===== config.mk =====
export PLATFORM = sky130hd
export DESIGN_NAME = fetch_pc_gen
export DESIGN_NICKNAME = d
export VERILOG_FILES = /design/src/rtl/fetch_pkg.sv /design/src/rtl/fetch_pc_gen.sv
export SDC_FILE = /design/constraint.sdc
export NUM_CORES = 1
export LEC_CHECK = 0
export ABC_AREA = 1
export CAP_MARGIN = 40
export CORE_MARGIN = 2
export CORE_UTILIZATION = 45
export DETAILED_ROUTE_END_ITERATION = 6
export GPL_TIMING_DRIVEN = 0
export PLACE_DENSITY = 0.76
export SYNTH_ARGS = -nofsm -noshare
export SYNTH_HDL_FRONTEND = slang
export SYNTH_SLANG_ARGS = --single-unit
export TNS_END_PERCENT = 50

===== constraint.sdc =====
create_clock -name clk -period 3 [get_ports clk]
set_input_delay 0.6 -clock clk [delete_from_list [all_inputs] [get_ports clk]]
set_output_delay 0.6 -clock clk [all_outputs]
set_load 0.1 [all_outputs]

===== src/rtl/fetch_pkg.sv =====
// Shared fetch-side types and defaults: PC width, PC type, reset vector and step.
package fetch_pkg;

  localparam int unsigned XLEN = 32;

  typedef logic [XLEN-1:0] pc_t;

  localparam pc_t RESET_PC_DEFAULT = 32'h0000_0000;
  localparam pc_t PC_STEP_DEFAULT  = 32'd4;

endpackage


===== src/rtl/fetch_pc_gen.sv =====
// Fetch PC generator: issues one PC per cycle into a 1-cycle-latency BTB, forms the
// predicted next PC in F1, and shares the BTB PC port with execute-stage branch updates.
module fetch_pc_gen
  import fetch_pkg::*;
#(
  parameter pc_t RESET_PC = RESET_PC_DEFAULT,
  parameter pc_t PC_STEP  = PC_STEP_DEFAULT
) (
  input  logic            clk,
  input  logic            rst,

  input  logic            fetch_ready,
  output logic            fetch_valid,
  output logic [XLEN-1:0] fetch_pc,
  output logic            fetch_pred_taken,
  output logic [XLEN-1:0] fetch_pred_target,

  input  logic            ex_resolve_valid,
  input  logic [XLEN-1:0] ex_pc,
  input  logic            ex_taken,
  input  logic [XLEN-1:0] ex_target,
  input  logic            ex_mispredict,

  output logic [XLEN-1:0] btb_pc,
  output logic [XLEN-1:0] btb_target_addr,
  output logic            btb_branch_taken,
  output logic            btb_branch_update,
  input  logic            btb_hit,
  input  logic [XLEN-1:0] btb_target
);

  pc_t  pc_f0;
  logic f1_valid;
  pc_t  f1_pc;
  logic f1_fresh;
  logic f1_lookup_ok;
  logic held_taken;
  pc_t  held_target;

  logic cur_taken;
  pc_t  cur_target;
  logic adv;
  logic mispredict;
  logic taken_handoff;

  // A resolving branch owns the shared BTB port; the lookup issued that cycle is discarded.
  assign btb_pc            = ex_resolve_valid ? ex_pc : pc_f0;
  assign btb_branch_update = ex_resolve_valid;
  assign btb_branch_taken  = ex_taken;
  assign btb_target_addr   = ex_target;

  // The BTB response is only valid the cycle after the lookup; afterwards use the captured copy.
  assign cur_taken  = f1_fresh ? (f1_lookup_ok & btb_hit) : held_taken;
  assign cur_target = f1_fresh ? btb_target : held_target;

  assign adv           = !f1_valid | fetch_ready;
  assign mispredict    = ex_resolve_valid & ex_mispredict;
  assign taken_handoff = f1_valid & cur_taken & fetch_ready;

  assign fetch_valid       = f1_valid;
  assign fetch_pc          = f1_pc;
  assign fetch_pred_taken  = f1_valid & cur_taken;
  assign fetch_pred_target = cur_taken ? cur_target : f1_pc + PC_STEP;

  // NOTE: state registers use non-blocking assignments so every update in this block
  // sees the pre-edge values, independent of statement order.
  always_ff @(posedge clk) begin
    if (rst) begin
      pc_f0        <= RESET_PC;
      f1_valid     <= 1'b0;
      f1_pc        <= '0;
      f1_fresh     <= 1'b0;
      f1_lookup_ok <= 1'b0;
      held_taken   <= 1'b0;
      held_target  <= '0;
    end else if (mispredict) begin
      pc_f0    <= ex_taken ? ex_target : ex_pc + PC_STEP;
      f1_valid <= 1'b0;
    end else if (taken_handoff) begin
      // The sequential PC already sitting in pc_f0 is dropped: one bubble per taken prediction.
      pc_f0    <= cur_target;
      f1_valid <= 1'b0;
    end else if (adv) begin
      f1_pc        <= pc_f0;
      f1_valid     <= 1'b1;
      f1_fresh     <= 1'b1;
      f1_lookup_ok <= !ex_resolve_valid;
      pc_f0        <= pc_f0 + PC_STEP;
    end else if (f1_fresh) begin
      held_taken  <= cur_taken;
      held_target <= cur_target;
      f1_fresh    <= 1'b0;
    end
  end

endmodule


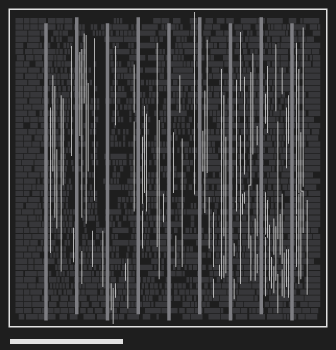
*Met4 routing*
Bar = 50 µm. Supply wires on this layer in grey.
main direction: vertical
longest straight run: 92.5 µm

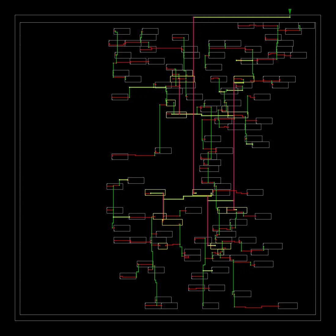
*Clock wiring as the flow saved it*
clock skew: 0.0125 ns
clock buffer count in the final layout: 9

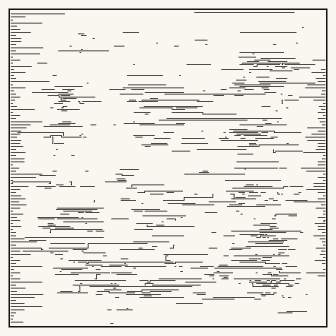
*Metal 3*
longest straight run: 50.6 µm
wire length on this layer: 4140 µm
detailed-route via count: 11600
final WL: 41.2 mm
met3 usage: 0.0688

-- per-layer routing --
metal,vias up,share of wire
met5,-,0
met4,0,0.075
met3,206,0.10
met2,896,0.46
met1,5153,0.36
li1,5332,-
-- layout make-up --
class,instances,area [µm²]
Timing Repair Buffer,355,4380
Clock buffer,9,225
Tap cell,229,287
Inverter,166,628
Fill cell,1337,4320
Multi-Input combinational cell,1082,5390
Clock inverter,7,95.1
Sequential cell,100,2050
Buffer,98,599
-- worst max-delay path, cell delays in order, from the launching register on --
cell and delay (ns):
dfxtp_4 0.39, inv_1 0.09, nor3_4 0.21, buf_4 0.19, nand2_1 0.10, nor2_1 0.20
xor2_1 0.22, nand2_1 0.09, o21ai_2 0.06, dlygate4sd2_1 0.28, buf_12 0.18
==> flow_summary_export.csv <==
group,metric,value,unit
place,globalplace.congestion,0.982,
route,drc_errors,0,
clocking,cts.repair.resized,101,
layout,postLayoutCellArea,13600,µm²
power,clockPowerShare,0.229,
route,ant_nets,0,
yosys,most_common_cell,"nand2_1",
layout,final_util,0.760,
yosys,top_cells_by_count,"413 x nand2_1, 173 x nor2_1, 156 x inv_1, 156 x o21ai_0, 117 x nand3_1",
place,place_ws,-0.648,ns
global_route,grt.overflow.total,0,
hold_path,worst_hold_startpoint,"held_target[16]",
setup_path,worst_ep_arrival_time,2.39,ns
yosys,async_reset_ff_frac,0,
power,power.internal,3.07,mW
place,dpl.hpwl,32.7,mm
yosys,yosysWarnings,0,
power,power,5.65,mW
setup_path,startpoint,"fetch_pc[4]",
final_timing,slew_headroom,0.421,
power,leakage,5.97,nW
floorplanning,die_w,139,µm
yosys,ys_sh_mux,0.0206,
setup_path,crit_fanout,6,
yosys,synth_nets,1552,
yosys,topCellsByArea,"dfxtp_1 24%, nand2_1 19%, o21ai_0 9.5%",
power,p_comb,2.80,mW
power,power-top-group,"combinational cells",
final_timing,fmax,335,MHz
layout,area_growth,65.4,%
outcome,status,"completed",
final_timing,fin_ws,0.0146,ns
yosys,ys_ff,100,
place,io_buffers,233,
clocking,cts_sinks,100,
route,vias_per_cell,5.66,
global_route,antenna_found_initial,0,
layout,finalNetCount,1918,
job,tool_warnings,28,
yosys,yosysUniqueCellTypes,39,
yosys,ys_sh_xor,0.0350,
Power is estimated from default activity; no workload was simulated.
